`src/rtl/alu_operand_stage.sv`:
```
// Operand-fetch stage in front of the ALU: register file, pending-write scoreboard,
// writeback bypass, RAW/WAW stall and a valid/ready output register.
module alu_operand_stage #(
    parameter int DATA_WIDTH     = 32,
    parameter int NUM_REGS       = 16,
    parameter int REG_ADDR_WIDTH = 4
) (
    input  logic                      clk,
    input  logic                      reset,
    input  logic                      instr_valid,
    output logic                      instr_ready,
    input  logic [7:0]                instr_alu_op,
    input  logic [REG_ADDR_WIDTH-1:0] instr_rs0,
    input  logic [REG_ADDR_WIDTH-1:0] instr_rs1,
    input  logic [DATA_WIDTH-1:0]     instr_imm,
    input  logic                      instr_use_imm,
    input  logic [REG_ADDR_WIDTH-1:0] instr_rd,
    input  logic                      instr_wr_en,
    input  logic                      wb_valid,
    input  logic [REG_ADDR_WIDTH-1:0] wb_addr,
    input  logic [DATA_WIDTH-1:0]     wb_data,
    output logic                      alu_valid,
    input  logic                      alu_ready,
    output logic [7:0]                alu_ctrl,
    output logic [DATA_WIDTH-1:0]     alu_in0,
    output logic [DATA_WIDTH-1:0]     alu_in1,
    output logic [REG_ADDR_WIDTH-1:0] alu_rd,
    output logic                      alu_wr_en
);

    // Handshakes: a transfer happens on a rising edge where valid & ready are both 1.
    // instr_ready never looks at instr_valid; alu_valid holds, with all alu_* stable,
    // until alu_ready is seen.

    logic [DATA_WIDTH-1:0]     regs_q [NUM_REGS];
    logic [DATA_WIDTH-1:0]     regs_d [NUM_REGS];
    logic [NUM_REGS-1:0]       pending_q, pending_d;

    logic                      alu_valid_q, alu_valid_d;
    logic [7:0]                alu_ctrl_q, alu_ctrl_d;
    logic [DATA_WIDTH-1:0]     alu_in0_q, alu_in0_d;
    logic [DATA_WIDTH-1:0]     alu_in1_q, alu_in1_d;
    logic [REG_ADDR_WIDTH-1:0] alu_rd_q, alu_rd_d;
    logic                      alu_wr_en_q, alu_wr_en_d;

    logic                      wb_hit_rs0, wb_hit_rs1, wb_hit_rd;
    logic                      wb_write;
    logic                      hazard;
    logic                      accept;
    logic [DATA_WIDTH-1:0]     op0, op1;

    assign wb_write   = wb_valid && (wb_addr != '0);
    assign wb_hit_rs0 = wb_valid && (wb_addr == instr_rs0);
    assign wb_hit_rs1 = wb_valid && (wb_addr == instr_rs1);
    assign wb_hit_rd  = wb_valid && (wb_addr == instr_rd);

    // A writeback landing this cycle resolves the hazard it would otherwise cause.
    assign hazard = (pending_q[instr_rs0] && !wb_hit_rs0)
                  || (!instr_use_imm && pending_q[instr_rs1] && !wb_hit_rs1)
                  || (instr_wr_en && pending_q[instr_rd] && !wb_hit_rd);

    assign instr_ready = !reset && !hazard && (!alu_valid_q || alu_ready);
    assign accept      = instr_valid && instr_ready;

    always_comb begin
        op0 = '0;
        op1 = '0;
        if (instr_rs0 != '0) begin
            op0 = wb_hit_rs0 ? wb_data : regs_q[instr_rs0];
        end
        if (instr_rs1 != '0) begin
            op1 = wb_hit_rs1 ? wb_data : regs_q[instr_rs1];
        end
    end

    always_comb begin
        regs_d    = regs_q;
        pending_d = pending_q;
        if (wb_write) begin
            regs_d[wb_addr]    = wb_data;
            pending_d[wb_addr] = 1'b0;
        end
        // Set after clear so a same-rd issue re-marks the register pending.
        if (accept && instr_wr_en && (instr_rd != '0)) begin
            pending_d[instr_rd] = 1'b1;
        end
    end

    always_comb begin
        alu_valid_d = alu_valid_q;
        alu_ctrl_d  = alu_ctrl_q;
        alu_in0_d   = alu_in0_q;
        alu_in1_d   = alu_in1_q;
        alu_rd_d    = alu_rd_q;
        alu_wr_en_d = alu_wr_en_q;
        if (accept) begin
            alu_valid_d = 1'b1;
            alu_ctrl_d  = instr_alu_op;
            alu_in0_d   = op0;
            alu_in1_d   = instr_use_imm ? instr_imm : op1;
            alu_rd_d    = instr_rd;
            alu_wr_en_d = instr_wr_en;
        end else if (alu_valid_q && alu_ready) begin
            alu_valid_d = 1'b0;
        end
    end

    always_ff @(posedge clk) begin
        if (reset) begin
            for (int i = 0; i < NUM_REGS; i++) begin
                regs_q[i] <= '0;
            end
            pending_q   <= '0;
            alu_valid_q <= 1'b0;
            alu_ctrl_q  <= '0;
            alu_in0_q   <= '0;
            alu_in1_q   <= '0;
            alu_rd_q    <= '0;
            alu_wr_en_q <= 1'b0;
        end else begin
            for (int i = 0; i < NUM_REGS; i++) begin
                regs_q[i] <= regs_d[i];
            end
            pending_q   <= pending_d;
            alu_valid_q <= alu_valid_d;
            alu_ctrl_q  <= alu_ctrl_d;
            alu_in0_q   <= alu_in0_d;
            alu_in1_q   <= alu_in1_d;
            alu_rd_q    <= alu_rd_d;
            alu_wr_en_q <= alu_wr_en_d;
        end
    end

    assign alu_valid = alu_valid_q;
    assign alu_ctrl  = alu_ctrl_q;
    assign alu_in0   = alu_in0_q;
    assign alu_in1   = alu_in1_q;
    assign alu_rd    = alu_rd_q;
    assign alu_wr_en = alu_wr_en_q;

endmodule

```
`config.mk`:
```
export PLATFORM = sky130hd
export DESIGN_NAME = alu_operand_stage
export DESIGN_NICKNAME = d
export VERILOG_FILES = /design/src/rtl/alu_operand_stage.sv
export SDC_FILE = /design/constraint.sdc
export NUM_CORES = 2
export LEC_CHECK = 0
export ABC_CLOCK_PERIOD_IN_PS = 3800
export CAP_MARGIN = 25
export CORE_UTILIZATION = 30
export CTS_BUF_LIST = sky130_fd_sc_hd__clkbuf_4 sky130_fd_sc_hd__clkbuf_8
export DETAILED_ROUTE_END_ITERATION = 8
export PLACE_DENSITY = 0.5
export SLEW_MARGIN = 20
export SYNTH_ARGS = -nofsm -noshare
export SYNTH_HDL_FRONTEND = slang
export SYNTH_SLANG_ARGS = --single-unit
```
`constraint.sdc`:
```
create_clock -name clk -period 3.8 [get_ports clk]
set_input_delay 0.76 -clock clk [delete_from_list [all_inputs] [get_ports clk]]
set_output_delay 0.76 -clock clk [all_outputs]
set_load 0.01 [all_outputs]
```
Fig. 1: power grid
Scale bar: 100 um. Pins as bars on the die edge.
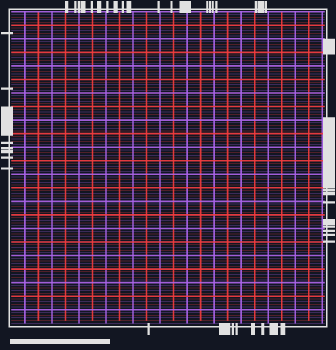
VDD -> red
VSS -> purple
met4 straps = 23
signal pins = 174
rows = 115
met1 rails = 116
core box area: 98420 um^2
Die X: 317.3 um
Max rail drop VDD: 0.2712 mV

Fig. 2: cells coloured by class
Fill, decap, tap and diode cells in grey.
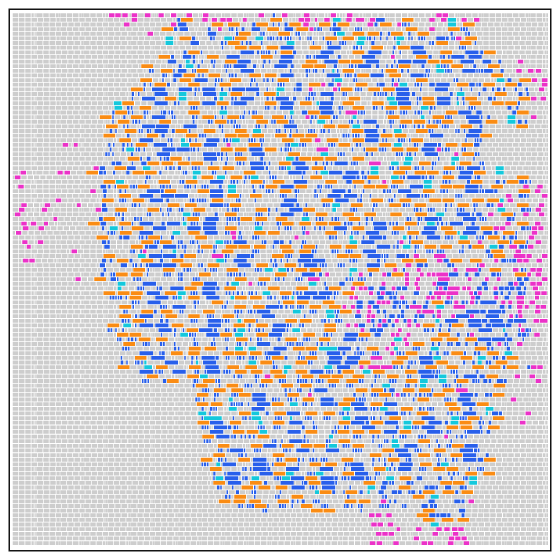
clock drivers and dummy loads -> cyan  # cells 186, share of their area 6.7%
flip-flops -> orange  # cells 606, share of their area 36%
other buffers and delay cells -> magenta  # cells 313, share of their area 8.9%
all other logic -> blue  # cells 2304, share of their area 49%
Seq area share: 0.3413
final core utilization: 0.3611

Fig. 3: clock wires, drivers and flops
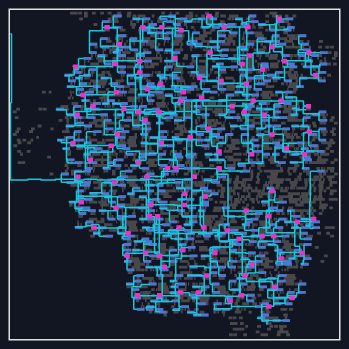
flip-flops -> blue  # count 606
cells driving clock nets -> magenta  # count 106
clock wires -> cyan  # length 9200 um
routed clock nets = 107
reported clock group power: 6.52 mW
Clock power frac: 0.445
Fin Clk Skew: 0.05458 ns
Clock Latency Late Sink: 0.75 ns

Fig. 4: wiring by layer
Scale bar: 100 um. Two of the layers only.
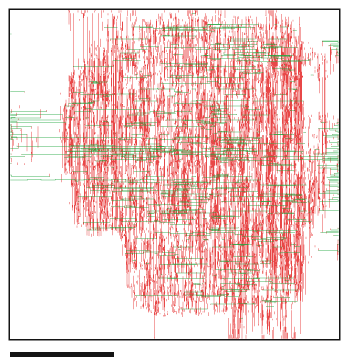
met2 -> red  # wire length 53.2 mm
met3 -> green  # wire length 10100 um
GRT Resource Usage Total: 0.2300
WL/cell: 25.06 um
final WL: 117.7 mm
via count: 25.95k

==> impl_metrics.ini <==
; physical design summary
[setup_path]
path_cells = clkdlybuf4s50_1 -> buf_4 -> mux4_2 -> mux2i_1 -> mux2i_1 -> nand3_1 -> and3_1 -> dlymetal6s2s_1
ff2ff_path_depth = 8
cp_num_cells = 8
path_class = in -> out
path_buffers = 3
cp_max_fo = 9
crit_path_end = instr_ready
worstSetupStartpoint = instr_rd[0]
max_stage_delay_ns = 0.51
arrival_ns = 2.61

[hold_path]
worstHoldPathCells = 2
hold_class = in -> reg
min_to = regs_q[464]
hp-start = reset

[clock_network]
ctsHoldBuffers = 0
clkSinkCount = 606
cts_made_buffers = 106
post_cts_buffers = 0
ctsLongestPathBuffers = 3
clk_pin_slew_ns = 0.06
cts_max_level = 3

[sta]
slew_headroom = 0.1666
finalSetupTns_ns = 0
period_needed_ns = 3.367
tightest_slew_ns = 1.250
worst_slack_ns = 0.4330

[layout]
nNonClkInverters = 1
largest_reg_flops = 512
clk_share = 0.06414
buf_share = 0.08537
final_nets = 3426
seqCellArea_um2 = 12130
nFillCells = 9977
antenna_cells = 2

[power]
pg_seq_mw = 6.55
top_power_group = registers
power.density_nw_per_um2 = 412.6
power_frac_comb = 0.109
power.leakage_nw = 11.63
p_switching_mw = 3.947

[routing]
drt_iter0_markers = 2966
wl_met1_mm = 51.46
top_layer = met5

[logic_synthesis]
ys_async_sr_fraction = 0
ys_area_um2 = 29810
ys_top_cells_by_area = dfxtp_1, mux4_2, nand2_1
synthesis.area_per_instance_um2 = 9.134
synth_seq_share = 0.4069
syn_inst = 3264
syn_nets = 3359
synthFlopType = dfxtp_1
yosys_warnings = 0
yosysTopAreaCell = dfxtp_1

[placement]
place.gp.congestion = 0.8145
hpwlAfterDp_mm = 70.88
place_area_um2 = 33260
portBuffers = 173
dp_slack_ns = 0.04627

[floorplanning]
fp-row-count = 115
initial_utilization = 0.3029
nWellTaps = 1287

[global_route]
use_met3 = 0.04252
use_met2 = 0.3552
grt_max_degree = 218

[status]
run_status = complete, no violations
==> layout by cell type (no fill, tap or decap), drive strengths merged, types with 6 or more instances in the layout <==
cell and n:
clkinv 15, dfxtp 606, buf 146, o22ai 64
nand3 23, mux4 300, nand2 1057, a21oi 559
xor2 9, clkbuf 169, o21ai 15, a222oi 32
nor2b 68, a31o 13, nor2 53, nor3 7
mux2i 6, a211oi 32, clkdlybuf4s50 163, mux2 32
==> logic make-up (layout without fill, tap and decap cells) <==
kind of cell,count (synthesis),in the layout,synth area share
AND-OR/OR-AND,720,720,0.1340
XOR/XNOR,12,12,0.003525
buffers and inverters,355,500,0.04759
flip-flops,606,606,0.4069
multiplexers,338,338,0.2432
other,0,2,0
AND/OR/NAND/NOR,1233,1233,0.1648
Power is estimated from default activity; no workload was simulated.
